Fig. 1: metal layers overlaid
Scale bar: 20 um. Only two layers are drawn.
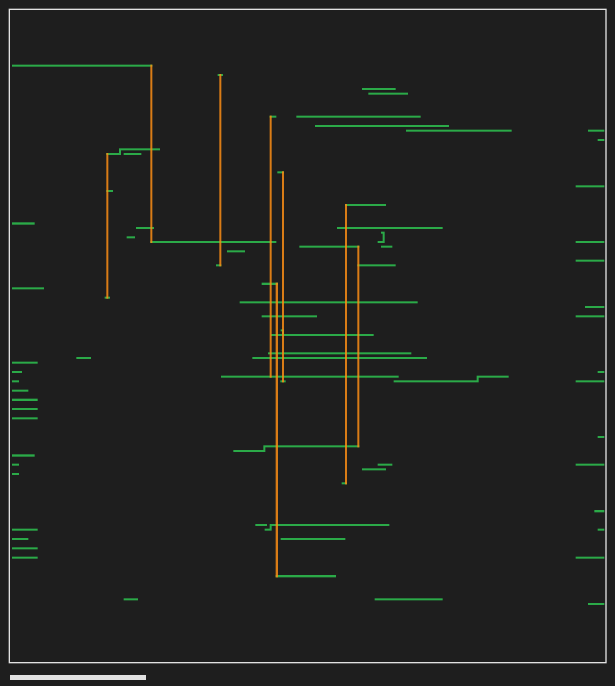
Fig. 2: the metal 1 layer
Scale bar: 20 um.
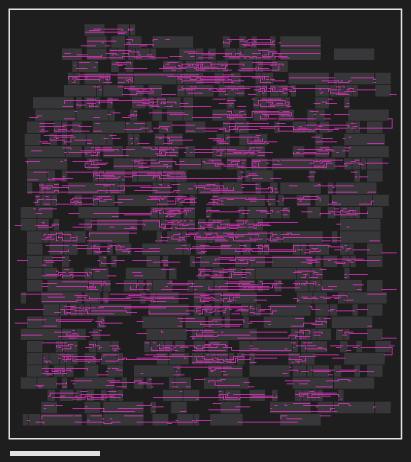
Fig. 3: close-up of the layout
Scale bar: 5 um. Window x 55 to 75, y 62 to 82 um. Cells in gray, sequential cells in the stronger gray; small squares are vias.
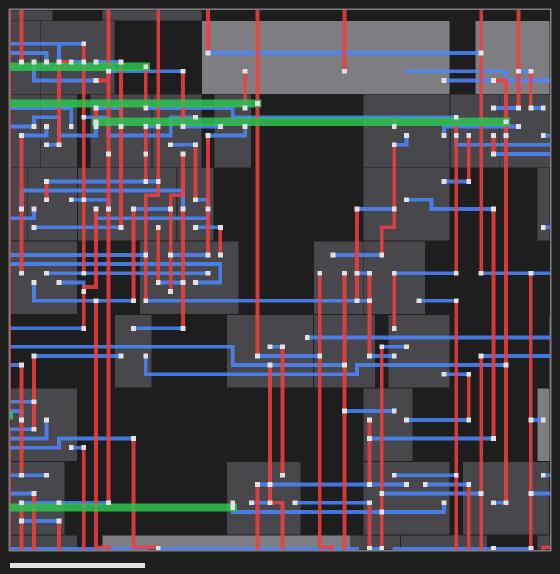
Fig. 4: wire density map
The die is cut into 17 by 19 equal tiles; white is low, dark blue is high, scaled to the fullest tile. Values are wire area over tile area, all layers added.
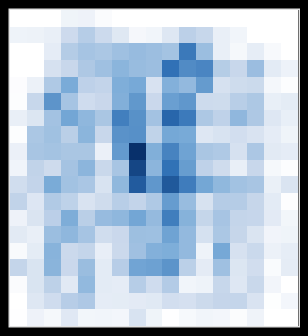
Fig. 5: congestion heat map
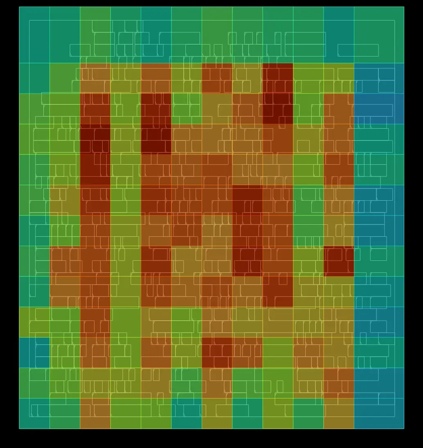
$ cat config.mk
export PLATFORM = sky130hd
export DESIGN_NAME = seq_mult_param
export DESIGN_NICKNAME = d
export VERILOG_FILES = /design/src/rtl/seq_mult_param.sv
export SDC_FILE = /design/constraint.sdc
export NUM_CORES = 1
export LEC_CHECK = 0
export CORE_ASPECT_RATIO = 1.1
export CORE_MARGIN = 2
export CORE_UTILIZATION = 55
export CTS_CLUSTER_SIZE = 10
export DETAILED_ROUTE_END_ITERATION = 16
export GPL_TIMING_DRIVEN = 0
export MAX_ROUTING_LAYER = met4
export PLACE_DENSITY_LB_ADDON = 0.12
export SYNTH_ARGS = -nofsm -noshare
export SYNTH_HDL_FRONTEND = slang
export SYNTH_SLANG_ARGS = --single-unit
$ cat constraint.sdc
create_clock -name clk -period 8 [get_ports clk]
set_clock_uncertainty 0.15 [all_clocks]
set_input_delay 1.2 -clock clk [delete_from_list [all_inputs] [get_ports clk]]
set_output_delay 1.2 -clock clk [all_outputs]
set_load 0.05 [all_outputs]
$ cat src/rtl/seq_mult_param.sv
// seq_mult_param: WIDTH x WIDTH sequential multiplier built from one DIGIT x DIGIT multiplier.
// Latency: NDIG*NDIG CALC cycles + 1 SIGN cycle; done_flag is high the cycle after that.
// No backpressure: a start in any state restarts; a start while busy abandons the old operation.
module seq_mult_param #(
   parameter int WIDTH = 8,
   parameter int DIGIT = 4
) (
   input  logic               clk,
   input  logic               reset_a,
   input  logic               start,
   input  logic               signed_mode,
   input  logic [WIDTH-1:0]   dataa,
   input  logic [WIDTH-1:0]   datab,
   output logic               busy,
   output logic               done_flag,
   output logic               aborted,
   output logic [2:0]         state_out,
   output logic [2*WIDTH-1:0] product8x8_out
);

   // WIDTH must be a whole number of digits.
   localparam int NDIG = WIDTH / DIGIT;
   localparam int IW   = (NDIG > 1) ? $clog2(NDIG) : 1;
   localparam logic [IW-1:0] LAST = IW'(NDIG - 1);

   typedef enum logic [1:0] {
      IDLE = 2'd0,
      CALC = 2'd1,
      SIGN = 2'd2,
      DONE = 2'd3
   } state_t;

   state_t             state;
   state_t             state_nxt;

   // Operand magnitudes; the most-negative value maps to 2^(WIDTH-1), which still fits.
   logic [WIDTH-1:0]   a_reg;
   logic [WIDTH-1:0]   b_reg;
   logic               neg;
   logic [2*WIDTH-1:0] acc;
   logic [IW-1:0]      i;
   logic [IW-1:0]      j;

   logic [WIDTH-1:0]   mag_a;
   logic [WIDTH-1:0]   mag_b;
   logic [DIGIT-1:0]   dig_a;
   logic [DIGIT-1:0]   dig_b;
   logic [2*DIGIT-1:0] dig_prod;
   logic [2*WIDTH-1:0] pp_shift;
   logic               last_pair;

   // Magnitude of each operand; in unsigned mode the MSB is an ordinary bit.
   always_comb begin
      mag_a = (signed_mode && dataa[WIDTH-1]) ? -dataa : dataa;
      mag_b = (signed_mode && datab[WIDTH-1]) ? -datab : datab;
   end

   // Current digit pair, its product, and its weight DIGIT*(i+j) inside the accumulator.
   always_comb begin
      dig_a     = DIGIT'(a_reg >> (DIGIT * int'(i)));
      dig_b     = DIGIT'(b_reg >> (DIGIT * int'(j)));
      dig_prod  = {{DIGIT{1'b0}}, dig_a} * {{DIGIT{1'b0}}, dig_b};
      pp_shift  = (2*WIDTH)'(dig_prod) << (DIGIT * (int'(i) + int'(j)));
      last_pair = (i == LAST) && (j == LAST);
   end

   // State register.
   always_ff @(posedge clk or posedge reset_a) begin
      if (reset_a) begin
         state <= IDLE;
      end else begin
         state <= state_nxt;
      end
   end

   // Next state: start wins in every state, otherwise walk CALC -> SIGN -> DONE -> IDLE.
   always_comb begin
      state_nxt = state;
      if (start) begin
         state_nxt = CALC;
      end else begin
         case (state)
            IDLE:    state_nxt = IDLE;
            CALC:    state_nxt = last_pair ? SIGN : CALC;
            SIGN:    state_nxt = DONE;
            DONE:    state_nxt = IDLE;
            default: state_nxt = IDLE;
         endcase
      end
   end

   // Datapath: load on start, accumulate one digit pair per CALC edge, apply sign in SIGN.
   always_ff @(posedge clk or posedge reset_a) begin
      if (reset_a) begin
         a_reg          <= '0;
         b_reg          <= '0;
         neg            <= 1'b0;
         acc            <= '0;
         i              <= '0;
         j              <= '0;
         product8x8_out <= '0;
         done_flag      <= 1'b0;
         aborted        <= 1'b0;
      end else begin
         done_flag <= 1'b0;
         aborted   <= 1'b0;
         if (start) begin
            a_reg   <= mag_a;
            b_reg   <= mag_b;
            neg     <= signed_mode & (dataa[WIDTH-1] ^ datab[WIDTH-1]);
            acc     <= '0;
            i       <= '0;
            j       <= '0;
            // Restarting a running operation drops it silently apart from this pulse.
            aborted <= (state == CALC) || (state == SIGN);
         end else begin
            case (state)
               CALC: begin
                  acc <= acc + pp_shift;
                  if (j == LAST) begin
                     j <= '0;
                     i <= (i == LAST) ? '0 : i + IW'(1);
                  end else begin
                     j <= j + IW'(1);
                  end
               end
               SIGN: begin
                  product8x8_out <= neg ? -acc : acc;
                  done_flag      <= 1'b1;
               end
               default: begin
               end
            endcase
         end
      end
   end

   // Status decoded straight from the state register.
   always_comb begin
      busy      = (state == CALC) || (state == SIGN);
      state_out = {1'b0, state};
   end

endmodule
==> summary.txt <==
Notes on the flow run.

- The flow ran to the end, and the final reports show no timing, DRC or antenna violations.
- The power density relative to cell area is 396 nW/um^2, for reference.
- The finished layout holds around 620 standard cells, fillers aside.
- Once the clock tree was built, the setup fixing pass inserted 0 buffers.
- The area overhead of the layout relative to synthesis is 14.5%, for reference.
- The layout cell share with drive strength beyond 1 is 5.49%, for reference.
- Entering global routing, the biggest net connects 32 pins.
- Per the power-grid run, VDD falls by no more than around 190 uV.
- Per the timing report, the biggest fanout along the worst path comes to 6.
- Summed over all layers, the global routing overflow is 0.
- In the per-layer breakdown of the detailed-route log, met1 shows ~3800 um.
- The commonest non-fill, non-tap cell in the layout is nor2_1, for reference.
- Port buffering added 38 buffers.
- The number of instances in the placed design is 607, for reference.
- Warnings reported by Yosys during synthesis add up to 0.
- Setup slack on the worst reg-to-reg path comes out at 2.20 ns.
- For the worst-skew pair, the clock arrives at the later sink with an insertion delay of about 0.32 ns.
- In this run the cell area of the synthesized design comes to 4190 um^2.
- The synthesis report lists the most area-consuming cells as dfrtp_1 (33%), ha_1 (9.9%), nor2_1 (5.3%).
- The top cell type by instance count after synthesis is nor2_1, for reference.
- The count of tool warnings is 27, for reference.
- The critical path start-end classification is reg2reg, for reference.
- The sequential fraction of the synthesis area is ~33%, for reference.
- The final routed DRC violation total is 0, for reference.
- The highest-delay cell along the critical path is fa_1, for reference.
- The placer congestion estimate is slightly below 1, for reference.
- For this block, the initial DRC count from the detailed router was 244.
- The placement stage leaves a total instance area of 4700 um^2.
- Among all flip-flop cells after synthesis, the most frequent one is dfrtp_1.
- The internal portion of the total power is 0.000938 W.
- The final timing report lists a hold violation count of 0.
- The number of enable flip-flop cells is 0, for reference.
- Per the detail_route log, met3 wirelength is 453 um.
- The number of global-route vias before repair is between 3,000 and 4,000.
- The number of hold buffers added after CTS was 0.
- The remaining number of nets flagged by the antenna check after routing is 0, for reference.
- The final sum of negative setup slack is 0 ns, for reference.
- The routed design uses 5160 um of met2 wire.
- TritonCTS built the clock tree.
- The endpoint of the most critical register-to-register path is acc[15], for reference.
- The number of resized instances in the post-cts repair step is 0, for reference.
- The power report attributes to the combinational group a share of 70.9%.
- For the worst reg-to-reg path, the startpoint reported by OpenROAD is j.
- The final period utilization is 72.5%, for reference.
- The max-capacitance violation count is 0, for reference.
- The net count after synthesis is 539, for reference.
- The CTS root buffer is clkbuf_8, for reference.
- Per the OpenROAD power report, switching power amounts to 0.000961 W.
- By count the netlist is led by nor2_1 (59), dfrtp_1 (55), a21oi_1 (41), nand2_1 (36), ha_1 (33).
- The number of cells on the worst reg-to-reg path is 21.
- From bottom edge to top edge, the die measures 95.5 um.
- The number of antenna violations at the first check in global routing came to 0.
- The cell sequence reported for the critical path is clkbuf_1, mux2i_1, or2_2, fa_1, inv_1, fa_1, inv_1, fa_1, inv_1, a21o_1, a21oi_1, xnor2_1, mux2i_1, nor2_1, ha_1, o211ai_1, a2111oi_4, a21boi_2, nor4b_1, a2111oi_1, nand2_1.
- Ranking logic cells in the layout by count gives the top entries nor2_1 (59), dfrtp_1 (55), a21oi_1 (41).
- The area inside the core boundary is between 7000 and 8000 um^2, for reference.
- Setup repair after global routing left no endpoint under its margin.
- The largest stage delay on the critical path is 0.55 ns, for reference.
- Once detailed placement completed, the half-perimeter wirelength came to about 7800 um.
- Per the synth log, the flip-flop and latch total comes to 55.
- On the critical path the largest part of the delay comes from adder cells.
- According to the floorplan report, the die width is 87.2 um.
- The top power consumer group is combinational cells, for reference.
- The post-CTS clock slew at the launch and capture registers of the worst setup and hold paths is 0.11 ns, for reference.
- The first global-routing pass estimated 16,500 um of wire.
- Per report_power, the Combinational row totals 0.00135 W.
- STA classifies the critical path startpoint as a register.
- In this run switching power makes up 50.6% of total power.
- The tree built by TritonCTS fans out to 55 sinks.
- The share of the core area taken by cells at floorplan is 56.4%.
- Per the hold report, the tightest min-delay path originates at product8x8_out[15].
- The netlist uses 62 different library cells.
-- Fig. 1 (at the start) --
- green: M3 (wire length 454 um)
- orange: M4 (wire length 256 um)
drt total wl: 9720 um
all-layer global routing usage: 26.1%

-- Fig. 2 (at the start) --
- share of all routed wire: 40%
- main direction: horizontal
met1 usage: 28.8%
total via count after detailed routing: 3,597

-- Fig. 3 (at the start) --
- blue: M1
- red: M2
- green: M3
- most frequent: xor2_1 (4), nor2_1 (3), or3_1 (3)
- cells with their middle in the window: 29
- netlist names of flops here include: acc (1)
- sequential cells in the window: 1

-- Fig. 4 (at the start) --
- densest ninth of the die: center
- nearly empty tiles: 11%
- tiles over half the peak: 12%
- fullest tile: 0.72
per-cell routed wire length: 15.8 um

-- Fig. 5 (at the start) --
met2 routing resource usage after global routing: 48.3%
Util after Layout: 64.5%
met3 Resource Use GR: 3.29%
gr busiest metal: met2

kinds of logic (layout without fill, tap and decap cells):
| family | after synthesis | in the layout | synth area share (%) |
|---|---|---|---|
| simple gates | 160 | 160 | 18.2 |
| compound gates | 119 | 119 | 19.1 |
| flops | 55 | 55 | 32.8 |
| buf+inv | 50 | 97 | 4.66 |
| fa+ha+maj | 38 | 38 | 12.2 |
| xor+xnor | 36 | 36 | 7.52 |
| mux | 22 | 22 | 5.37 |
| other cells | 1 | 1 | 0.0895 |
cell type report:
class	count	area, um^2
Fill cell	666	2640
Multi-Input combinational cell	376	2620
Sequential cell	55	1380
Timing Repair Buffer	39	400
Tap cell	87	109
Inverter	28	105
Buffer	22	90.1
Clock buffer	5	68.8
Clock inverter	3	27.5
metrics by stage:
step	util (%)	hold WS [ns]	setup slack, ns
6_report	64.5	0.334	2.20
5_1_grt	64.5	0.358	1.74
4_1_cts	64.5	0.343	2.23
3_5_place_dp	63.2	0.319	2.28
3_3_place_gp	63.0	0.310	2.32
2_1_floorplan	-	0.330	2.91
worst max-delay path by stage:
stage	cells past startpoint	startpoint	end	slack (ns)
floorplan	20	j	acc[15]	2.91
global placement	21	j	acc[15]	2.32
detailed placement	21	j	acc[15]	2.28
CTS	21	j	acc[15]	2.23
global route	20	j	acc[15]	1.74
finish	21	j	acc[15]	2.20
layer usage:
layer,vias up,track usage (%)
met2,107,48.3
met1,1693,28.8
met4,0,8.59
met5,-,-
met3,18,3.29
li1,1779,-
tightest hold or removal path: stages, from the launching register on:
cell and delay, ns:
dfrtp_1 0.35, nand2_1 0.04, o21ai_0 0.06
Power figures rest on the tool's default switching activity, not on a simulated workload.
